Design bcd_xs3_serial_conv, sky130hd; sources not shown.
### Routed metal per tile

Drawn at 6 px/um. The die is cut into 13 by 13 equal tiles; dark blue is low, red is high, scaled to the fullest tile. Values are wire area over tile area, all layers added.
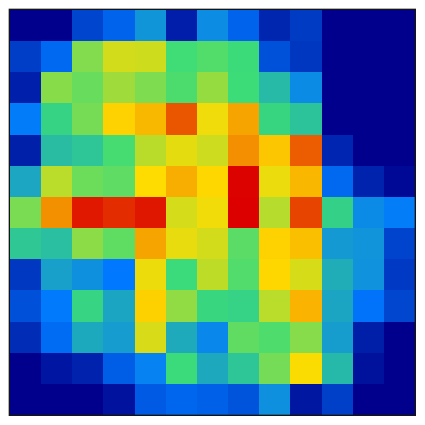
The densest ninth of the die: center. 15% of the tiles are nearly empty. The emptiest ninth of the die: upper right. 39% of the tiles are over half the peak. The fullest tile reaches 0.42.
Avg WL per Cell: 14.9 um
WL final: 4870 um

### Cell placement

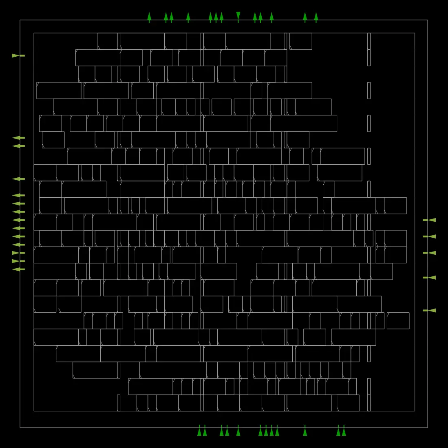
fin util: 66.0%
std cell rows: 23

### Nets reached from selected ports

Drawn at 8 px/um.
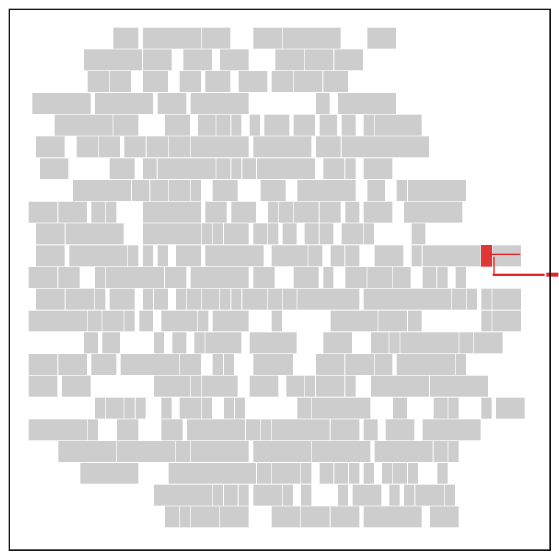
Key: red = in_mode [direction input, end cells 1, buffers 1, wire 12.4 um]
Port-buffer cells: 43
I/O pin count: 44

### Signal wires by layer

Drawn at 6 px/um. Only two layers are drawn.
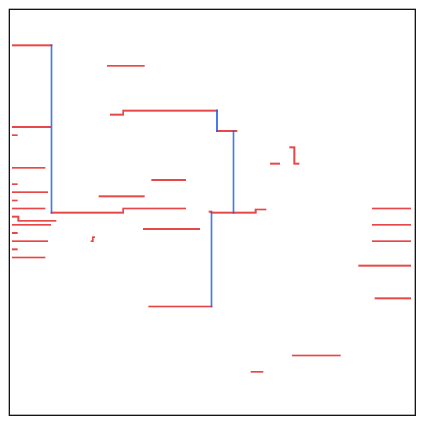
Key: blue = metal 4 [wire length 60.5 um]; red = metal 3 [wire length 199 um]
Total GRT Usage: 23.8%
Vias: 1860

### Sequential cells grouped by signal name

Drawn at 8 px/um. Other sequential cells in the stronger gray, the rest of the logic in the fainter gray.
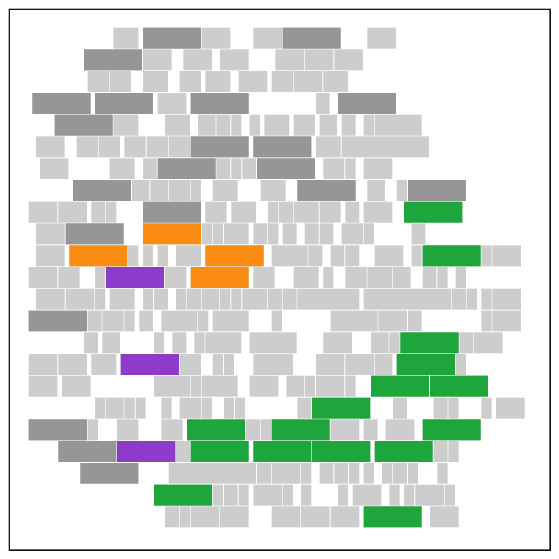
Key: purple = cnt_q [flops 3]; green = cap_q [flops 16]; orange = out_err_mask [flops 4]
Another 21 sequential cells are not colored.
seq pwr: 0.628 mW
flop share of the area: 33.8%
Register Area: 881 sq um

==> reports/qor.yml <==
floorplanning:
  coreArea_sq_um: 3940
  die_h_um: 67.4
  nWellTaps: 50
  dieArea_sq_um: 4550
worst_setup_path:
  path_depth: 11
  critPathBufInv: 2
  critical_path.top_delay_family: "AND-OR/OR-AND gates"
  cp-start-kind: "flop"
  max_stage_delay_ns: 0.43
  critPathKind: "reg -> reg"
  worstPathRequired_ns: 3.21
job:
  maxCapViolations: 0
  warning_count: 29
timing:
  fin_skew_ns: 0.00901
  setup_viol: 0
  fin_tns_setup_ns: 0
  fmax_mhz: 361
  slew_viol_final: 0
yosys:
  seq_area_frac_synth_pct: 43.8
  netlist.area_leader.share_pct: 43.8
  synthFlopType: "dfxtp_1"
  mux_share_pct: 0.498
  ys_sh_simple_pct: 23.3
  avgSynthCellArea_sq_um: 8.60
  ys_top_cells_by_area: "dfxtp_1, nand2_1, a21oi_1, ha_1, nor2_1"
  synth_cell_type_count: 42
  syn_area_sq_um: 2010
  synthTopLogicFamily: "AND-OR/OR-AND gates"
  fa_ha_area_share_pct: 3.73
placement:
  post-place-ws_ns: 0.149
  dp_hpwl_um: 3340
power_and_ir_drop:
  p_seq_share_pct: 45.5
  switchingPower_mw: 0.332
  intPower_mw: 1.05
  vdd.ir_drop.worst_v: 0.000384
clock_network:
  clk_latency_ns: 0.36
  cts_hold_buf: 0
  cts_root_buffer: "clkbuf_4"
layout:
  area_growth_pct: 29.4
  nClkBuffers: 5
  clock_area_share_pct: 4.90
  largestClassByArea: "logic gates"
  ff_count: 44
  nets: 302
  layout.nonclk_buf_share_pct: 18.0
outcome:
  status: "completed"
-- synthesized netlist by cell type, types with 2 or more instances --
cell type and number:
a21oi_1 35, a221o_1 4, a22oi_1 2, a32o_1 2
a32oi_1 4, a32oi_2 3, buf_2 2, buf_6 2
clkbuf_1 7, dfxtp_1 44, ha_1 6, inv_1 3
inv_2 3, nand2_1 48, nand2b_1 5, nand3b_1 6
nand4b_1 4, nor2_1 16, nor3_1 3, o21ai_0 2
o31ai_1 4, o41ai_1 4, or3_1 4, or3b_1 3
-- stage by stage --
stage	power (mW)	hold WS [ns]	area [sq um]	instances	util [%]
floorplan	0.774	0.431	2010	234	-
global placement	0.841	0.444	2460	318	62.5
detailed placement	0.846	0.448	2460	318	62.5
CTS	1.38	0.471	2590	326	65.7
global route	1.44	0.493	2600	326	66.0
finish	1.38	0.463	2600	326	66.0
-- worst register-to-register path, delay by kind of cell, from the launching register on --
kind            cells  cell delay, ns
compound gates      4            0.90
fa+ha+maj           2            0.50
buf+inv             2            0.23
flops               1            0.43
simple gates        3            0.58
-- power groups by stage --
| stage | combinational, mW | clock [mW] | sequential (mW) |
|---|---|---|---|
| global route | 0.235 | 0.571 | 0.631 |
| global placement | 0.201 | 0 | 0.640 |
| CTS | 0.209 | 0.541 | 0.627 |
| detailed placement | 0.207 | 0 | 0.640 |
| finish | 0.214 | 0.539 | 0.628 |
| floorplan | 0.139 | 0 | 0.634 |
-- cells by family after synthesis --
kind of cell	Yosys count
fa+ha+maj	6
flops	44
buf+inv	20
mux	1
compound gates	68
simple gates	95
-- metal layers --
layer  part of all wire, %  GRT usage (%)  up-vias
li1                      -              -      920
met5                     0              0        -
met1                    44           29.6      889
met2                    51           40.5       43
met4                   1.2           7.65        0
met3                   4.1           5.83        8
Power and IR drop assume default switching activity.
